## src/rtl/sal_dfi_cmd_arb.sv

```systemverilog
// sal_dfi_cmd_arb: round-robin arbiter sharing the single DFI command slot
// among N_BANK bank controllers, enforcing tRRD/tCCD/tWTR/tRTW between grants.
// Optional build macro: SAL_CAS_PRIORITY_EN -- RD/WR requests win over ACT/PRE
// (two-pass selection); undefined gives plain single-pass round-robin.
module sal_dfi_cmd_arb #(
  parameter int N_BANK = 4,
  parameter int BA_W   = 2,
  parameter int T_RRD  = 2,
  parameter int T_CCD  = 2,
  parameter int T_WTR  = 6,
  parameter int T_RTW  = 4
) (
  input  logic                clk,
  input  logic                rst_n,
  input  logic [N_BANK-1:0]   req_valid_i,
  input  logic [2*N_BANK-1:0] req_cmd_i,
  input  logic                block_i,
  output logic [N_BANK-1:0]   grant_o,
  output logic                cmd_valid_o,
  output logic [1:0]          cmd_o,
  output logic [BA_W-1:0]     cmd_ba_o,
  output logic                idle_o
);

  localparam logic [1:0] CMD_ACT = 2'b00;
  localparam logic [1:0] CMD_RD  = 2'b01;
  localparam logic [1:0] CMD_WR  = 2'b10;

  // Reload values: T of 0 and 1 both mean "no added gap".
  localparam logic [3:0] RRD_LD = 4'((T_RRD > 1) ? T_RRD - 1 : 0);
  localparam logic [3:0] CCD_LD = 4'((T_CCD > 1) ? T_CCD - 1 : 0);
  localparam logic [3:0] WTR_LD = 4'((T_WTR > 1) ? T_WTR - 1 : 0);
  localparam logic [3:0] RTW_LD = 4'((T_RTW > 1) ? T_RTW - 1 : 0);

  logic [BA_W-1:0]   rr_ptr_q, rr_ptr_d;
  logic [3:0]        rrd_q, rrd_d, ccd_q, ccd_d, wtr_q, wtr_d, rtw_q, rtw_d;
  logic              cmd_valid_q;
  logic [1:0]        cmd_q, cmd_d;
  logic [BA_W-1:0]   cmd_ba_q, cmd_ba_d;

  logic [N_BANK-1:0] elig, cas, sel_mask;
  logic              found;
  logic [BA_W-1:0]   gnt_idx;
  logic [1:0]        gnt_cmd;

  // Per-bank eligibility against the shared inter-command timers.
  for (genvar b = 0; b < N_BANK; b++) begin : g_elig
    logic [1:0] c;
    assign c = req_cmd_i[2*b +: 2];
    assign cas[b] = (c == CMD_RD) || (c == CMD_WR);
    always_comb begin
      unique case (c)
        CMD_ACT: elig[b] = (rrd_q == 4'd0);
        CMD_RD:  elig[b] = (ccd_q == 4'd0) && (wtr_q == 4'd0);
        CMD_WR:  elig[b] = (ccd_q == 4'd0) && (rtw_q == 4'd0);
        default: elig[b] = 1'b1;
      endcase
      elig[b] = elig[b] & req_valid_i[b] & ~block_i;
    end
  end

  // Candidate set: with CAS priority, ACT/PRE only compete when no RD/WR can go.
  always_comb begin
`ifdef SAL_CAS_PRIORITY_EN
    if (|(elig & cas)) sel_mask = elig & cas;
    else               sel_mask = elig & ~cas;
`else
    sel_mask = elig;
`endif
  end

  // Round-robin scan starting at rr_ptr; first candidate wins.
  always_comb begin
    int idx;
    found   = 1'b0;
    gnt_idx = '0;
    idx     = 0;
    for (int i = 0; i < N_BANK; i++) begin
      idx = int'(rr_ptr_q) + i;
      if (idx >= N_BANK) idx = idx - N_BANK;
      if (!found && sel_mask[idx]) begin
        found   = 1'b1;
        gnt_idx = BA_W'(idx);
      end
    end
  end

  assign gnt_cmd = req_cmd_i[{gnt_idx, 1'b0} +: 2];

  // One-hot grant, forced low while reset is asserted.
  always_comb begin
    grant_o = '0;
    if (found && rst_n) grant_o[gnt_idx] = 1'b1;
  end

  // Next state: pointer follows winner, timers decrement or reload on grant.
  always_comb begin
    rr_ptr_d = rr_ptr_q;
    cmd_d    = cmd_q;
    cmd_ba_d = cmd_ba_q;
    rrd_d    = (rrd_q != 4'd0) ? rrd_q - 4'd1 : 4'd0;
    ccd_d    = (ccd_q != 4'd0) ? ccd_q - 4'd1 : 4'd0;
    wtr_d    = (wtr_q != 4'd0) ? wtr_q - 4'd1 : 4'd0;
    rtw_d    = (rtw_q != 4'd0) ? rtw_q - 4'd1 : 4'd0;
    if (found) begin
      rr_ptr_d = (gnt_idx == BA_W'(N_BANK - 1)) ? '0 : gnt_idx + BA_W'(1);
      cmd_d    = gnt_cmd;
      cmd_ba_d = gnt_idx;
      unique case (gnt_cmd)
        CMD_ACT: rrd_d = RRD_LD;
        CMD_RD:  begin ccd_d = CCD_LD; rtw_d = RTW_LD; end
        CMD_WR:  begin ccd_d = CCD_LD; wtr_d = WTR_LD; end
        default: ;
      endcase
    end
  end

  // State registers; async reset drops any registered command.
  always_ff @(posedge clk or negedge rst_n) begin
    if (!rst_n) begin
      rr_ptr_q    <= '0;
      rrd_q       <= '0;
      ccd_q       <= '0;
      wtr_q       <= '0;
      rtw_q       <= '0;
      cmd_valid_q <= 1'b0;
      cmd_q       <= 2'b00;
      cmd_ba_q    <= '0;
    end else begin
      rr_ptr_q    <= rr_ptr_d;
      rrd_q       <= rrd_d;
      ccd_q       <= ccd_d;
      wtr_q       <= wtr_d;
      rtw_q       <= rtw_d;
      cmd_valid_q <= found;
      cmd_q       <= cmd_d;
      cmd_ba_q    <= cmd_ba_d;
    end
  end

  assign cmd_valid_o = cmd_valid_q;
  assign cmd_o       = cmd_q;
  assign cmd_ba_o    = cmd_ba_q;
  assign idle_o      = (rrd_q == 4'd0) && (ccd_q == 4'd0) && (wtr_q == 4'd0) &&
                       (rtw_q == 4'd0) && !(|req_valid_i);

endmodule

```

## config.mk

```make
export PLATFORM = sky130hd
export DESIGN_NAME = sal_dfi_cmd_arb
export DESIGN_NICKNAME = d
export VERILOG_FILES = /design/src/rtl/sal_dfi_cmd_arb.sv
export SDC_FILE = /design/constraint.sdc
export NUM_CORES = 1
export LEC_CHECK = 0
export CORE_MARGIN = 1.5
export CORE_UTILIZATION = 30
export CTS_BUF_LIST = sky130_fd_sc_hd__clkbuf_4 sky130_fd_sc_hd__clkbuf_8
export DETAILED_ROUTE_END_ITERATION = 7
export PLACE_DENSITY = 0.58
export SYNTH_ARGS = -nofsm -noshare
export SYNTH_HDL_FRONTEND = slang
export SYNTH_SLANG_ARGS = --single-unit
```

## constraint.sdc

```tcl
create_clock -name clk -period 10.52 [get_ports clk]
set_clock_uncertainty 0.2 [all_clocks]
set_input_delay 2.63 -clock clk [delete_from_list [all_inputs] [get_ports clk]]
set_output_delay 2.63 -clock clk [all_outputs]
set_load 0.01 [all_outputs]
```

Figure 1. Gate families picked out.
The bar under the picture is 20 um long.
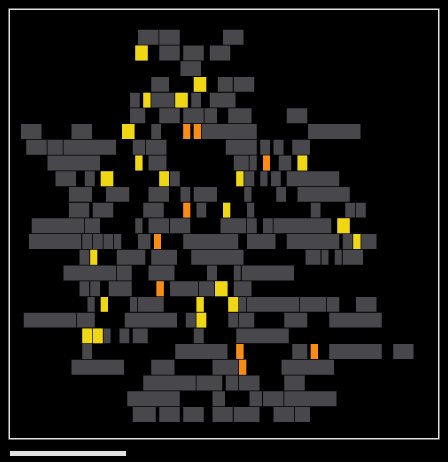
Orange stands for inverters, cells 9, most used inv_1. Yellow stands for NOR gates, cells 21, most used nor2_1.
Comb/total area: 46.7%
Finished Layout Cells: 246
most common logic cell in the routed design: sky130_fd_sc_hd__clkdlybuf4s50_1

Figure 2. Wiring by layer.
The bar under the picture is 20 um long.
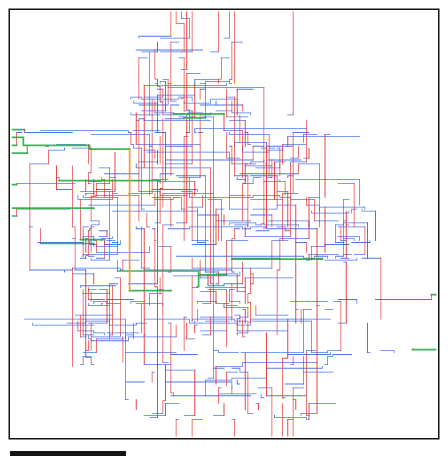
Blue stands for metal 1, wire length 1600 um. Red stands for metal 2, wire length 1580 um. Orange stands for metal 4, wire length 24.5 um. Green stands for metal 3, wire length 136 um.
drt wl/cell: 13.6 um
total routed wirelength: 3.34 mm
GRT Util Overall: 13.4%

==> results.txt <==
Figures from the flow reports.

Outcome:
- The run finished with clean final reports.

Power:
- In this run, the combinational gates consume 47.5% of the power.
- The run gives the worst-case vdd ir drop as around 0.09 mV.
- The run puts the relative contribution of sequential cells to total power at 37.5%.
- The run puts the switching power at 0.150 mW.
- Power comes to between 0.3 and 0.4 mW.
- The run gives the clock distribution power as between 0.05 and 0.06 mW.
- Internal power comes to 0.226 mW.
- The sequential power reported by the tool is 0.141 mW.
- In this run switching power makes up about two fifths of total power.
- The run gives the power per cell area as a little over 200 nW/um^2.
- Of the total power, the clock network draws 15.1%.
- The run gives the power consumed by combinational cells as roughly 0.18 mW.
- The run gives the leakage power summed over all cells as 0.846 nW.
- The biggest slice of the total power is consumed by combinational logic.

Critical path:
- The most critical setup path has its endpoint at grant_o[3].
- According to the timing report, the data required time at the worst endpoint equals 7.69 ns.
- The run gives the data arrival time of the worst path as ~5.6 ns.
- STA classifies the critical path endpoint as an output pin.
- The run puts the number of buffer and inverter stages on the critical path at 3.
- The worst setup path is launched from an input pin.
- Per the timing report, the most critical flop-to-flop path originates at wtr_q[0]$_DFF_PN0_.
- The critical path's slowest stage uses the library cell sky130_fd_sc_hd__a31oi_2.
- The critical path crosses 8 cells after its start point.
- The run gives the largest driver fanout on the critical path as 18.
- Grouping stages by cell kind, the critical path spends the most delay in AND-OR/OR-AND gates.
- The run puts the highest cell delay on the worst timing path at 0.72 ns.
- The cell sequence reported for the critical path is clkdlybuf4s50_1, inv_1, or3_4, a221oi_4, nor2_1, a31oi_2, and3_1, clkdlybuf4s50_1.
- The run gives the critical path class as in2out.
- STA lists the endpoint of the worst register-to-register path as ccd_q[2]$_DFF_PN0_.
- The run gives the most common cell type on the critical path as sky130_fd_sc_hd__clkdlybuf4s50_1.
- The run gives the reg2reg setup slack as ~6.6 ns.
- The run gives the length in cells of the worst reg-to-reg path as 11.

Synth:
- For reference, the top cells by area after synthesis are sky130_fd_sc_hd__dfrtp_1, sky130_fd_sc_hd__ha_1, sky130_fd_sc_hd__o21ai_0, sky130_fd_sc_hd__mux2i_1, sky130_fd_sc_hd__nand2_1.
- The run puts the number of distinct library cells after synthesis at roughly 41.
- In the synthesized netlist the dominant register cell turns out to be sky130_fd_sc_hd__dfrtp_1.
- Counting flops with a built-in enable in the synthesized netlist gives 0.
- The area recorded from the Yosys report for this design is 1520 sq um.
- Per Yosys stat, the portion of area used by sequential elements is 38.0%.
- The run puts the yosys synthesis warning count at 0.
- The run gives the cell count in the Yosys report as 152.
- The run gives the synthesized-area fraction occupied by xor and xnor cells as 0%.
- Summing every instance area after synthesis gives 1520 sq um.
- For reference, simple AND, OR, NAND and NOR cells occupy approximately a fifth of the area reported after synthesis.
- Averaged over all synthesized cells, the footprint is 9.97 sq um.
- The cell type that accounts for the most area after synthesis is sky130_fd_sc_hd__dfrtp_1.
- Yosys reports that the most numerous cell types are sky130_fd_sc_hd__dfrtp_1, sky130_fd_sc_hd__o21ai_0, sky130_fd_sc_hd__nand2_1.
- The run puts the share of flip-flops with an asynchronous set or reset after synthesis at 100%.
- The run puts the area share of the largest cell type after synthesis at 38.0%.
- Summing the areas of all compound-gate instances in the mapped netlist gives between 20% and 30% of the synthesized area.
- For this run the top cell type by instance count after synthesis was sky130_fd_sc_hd__dfrtp_1.
- Grouping non-sequential cells by family puts the most area in AND-OR/OR-AND gates.
- The run gives the number of nets produced by synthesis as ~170.
- The run gives the cell count after synthesis as 152.
- The synthesis stat section lists a flop and latch total of 23.

Finish:
- The run puts the synthesis-to-layout area growth at 22.6%.
- The final layout report lists a clock buffer count of 4.
- The run puts the count of plain and timing-repair buffers at 25.
- Leaving out the clock tree, the finished layout contains an inverter count of 9.
- The run puts the fraction of final layout cells with drive strength greater than 1 at approximately 11%.
- By area, combinational gates come first.
- Measured on the final layout, buffering overhead outside the clock network stands at 13.3%.
- The run puts the multi-input combinational gate total at roughly 120.
- The run gives the clock network contribution to total cell area as 2.63%.
- The most common logic cells in the final layout are sky130_fd_sc_hd__clkdlybuf4s50_1, sky130_fd_sc_hd__dfrtp_1, sky130_fd_sc_hd__o21ai_0, sky130_fd_sc_hd__nand2_1.
- The final antenna diode tally reported by the flow is 0.
- The run puts the total number of nets in the final design at 202.
- The area taken by sequential standard cells is reported as between 500 and 600 sq um.

Global route:
- The run gives the initial antenna violation count as 0.
- The run puts the met3 layer usage reported by global route at under 10%.
- The run gives the met2 track demand over resource in global routing as 21.3%.
- The run gives the most used routing layer in global routing as met2.
- The run puts the via count of the first global-routing pass at roughly 1200.
- The run gives the maximum number of pins on one net before global-route repair as 28.
- The run puts the remaining global-route overflow at 0.
- The run puts the met1 track demand over resource in global routing at 18.4%.

Clock network:
- The run gives the maximum buffer depth of the clock tree as 2.
- The run gives the number of clock sinks as 23.
- Clock latency on the worst-skew pair, taken at its later pin, is 0.26 ns.
- The run puts the count of cells resized by post-cts repair at 0.
- The run gives the total CTS buffers as 3.
- In this run the number of H-tree levels came out at 1.
- The run gives the hold-fix buffer count after cts as 0.
- The run gives the clock tree root driver cell as sky130_fd_sc_hd__clkbuf_8.
- TritonCTS built the clock tree.
- The run puts the number of post-CTS setup repair buffers at 0.

Die:
- The run gives the I/O pin count as 25.
- For this floorplan the total number of well-tap instances is ~67.
- The run gives the height of the die as 74.1 um.
- The die covers roughly 5500 sq um.
- The run puts the initial cell density of the core at 31.7%.
- The horizontal die dimension reported for this design is about 74 um.

Final timing:
- The run gives the number of failing setup endpoints in the final timing report as 0.
- The run puts the worst slew margin relative to its limit at 38.8%.
- The run puts the accumulated negative setup slack at 0 ns.
- The run gives the minimum clock period as 8.46 ns.
- Setup repair after global routing left no endpoint under its margin.
- The run puts the period utilization at roughly 80%.
- The run puts the max-slew violation count at 0.
- The run gives the achievable frequency as 118 MHz.
- Final hold analysis gives a worst-case slack of 0.287 ns.
- After layout, the worst setup slack is around 2.1 ns.
- The run gives the transition at the pin with the smallest max-transition slack as between 0.9 and 1 ns.

Routing:
- The run gives the via density per instance as 5.05.
- Summing over every cut layer, the via total after detailed routing is roughly 1200.
- The violation tally recorded at the end of detailed-routing iteration 0 is 44.
- The run puts the routed wire length on met3 at between 100 and 150 um.
- The run gives the total met2 wirelength after detailed routing as 1.58 mm.
- The run puts the number of DRC violations after detailed routing at 0.
- Signal routing reaches up to met4.
- The run puts the number of nets with antenna violations after routing at 0.
- The detailed router put a total of 1.60 mm of wire on met1.
- Before antenna repair, the detailed router went through 4 iterations.

Placement:
- The run gives the worst slack at placement as 2.05 ns.
- Detailed placement ended at an HPWL of 2.57 mm.
- The run gives the number of buffers inserted by port buffering as 24.
- The final weighted congestion recorded by global placement is 0.734.
- In this run, placement finished with an instance count of 242.
- The run gives the placed cell area as 1810 sq um.

Min path:
- The run gives the number of cells traversed by the worst hold path as 1.
- The run gives the endpoint of the worst hold-timing path as cmd_ba_o[1]$_DFFE_PN0N_.
- Looking at hold timing, the worst path starts from cmd_ba_o[1]$_DFFE_PN0N_.
- Checking hold timing, the worst path is listed with class reg2reg.

Run:
- The run puts the number of maximum-capacitance constraint violations at 0.
- In this run the tools logged warnings totalling 31.
Figure 3. Placed standard cells.
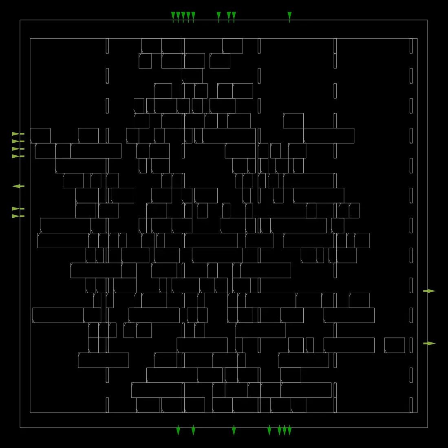
flip-flops: 23
filler cell count in the final layout: 490
core area: 4790 sq um

Figure 4. Placement by cell class.
The bar under the picture is 20 um long. Fill, decap, tap and diode cells in gray.
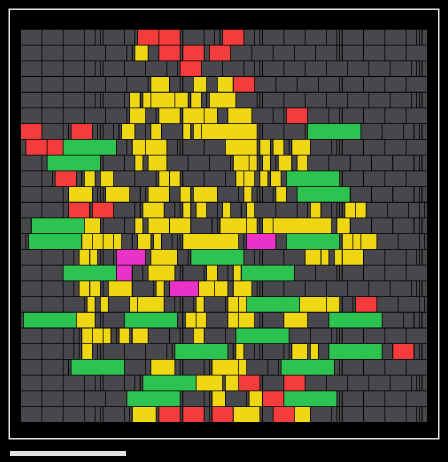
Yellow stands for combinational and other logic, cells 127, share of their area 51%. Green stands for flops, cells 23, share of their area 32%. Red stands for other buffers and delay cells, cells 25, share of their area 14%. Magenta stands for clock drivers and dummy loads, cells 4, share of their area 2.8%.
Std-Cell Rows: 25
Post-Route Utilization: 38.8%
fin area: 1860 sq um
flop share of the area: 31.0%

Power and IR drop assume default switching activity.
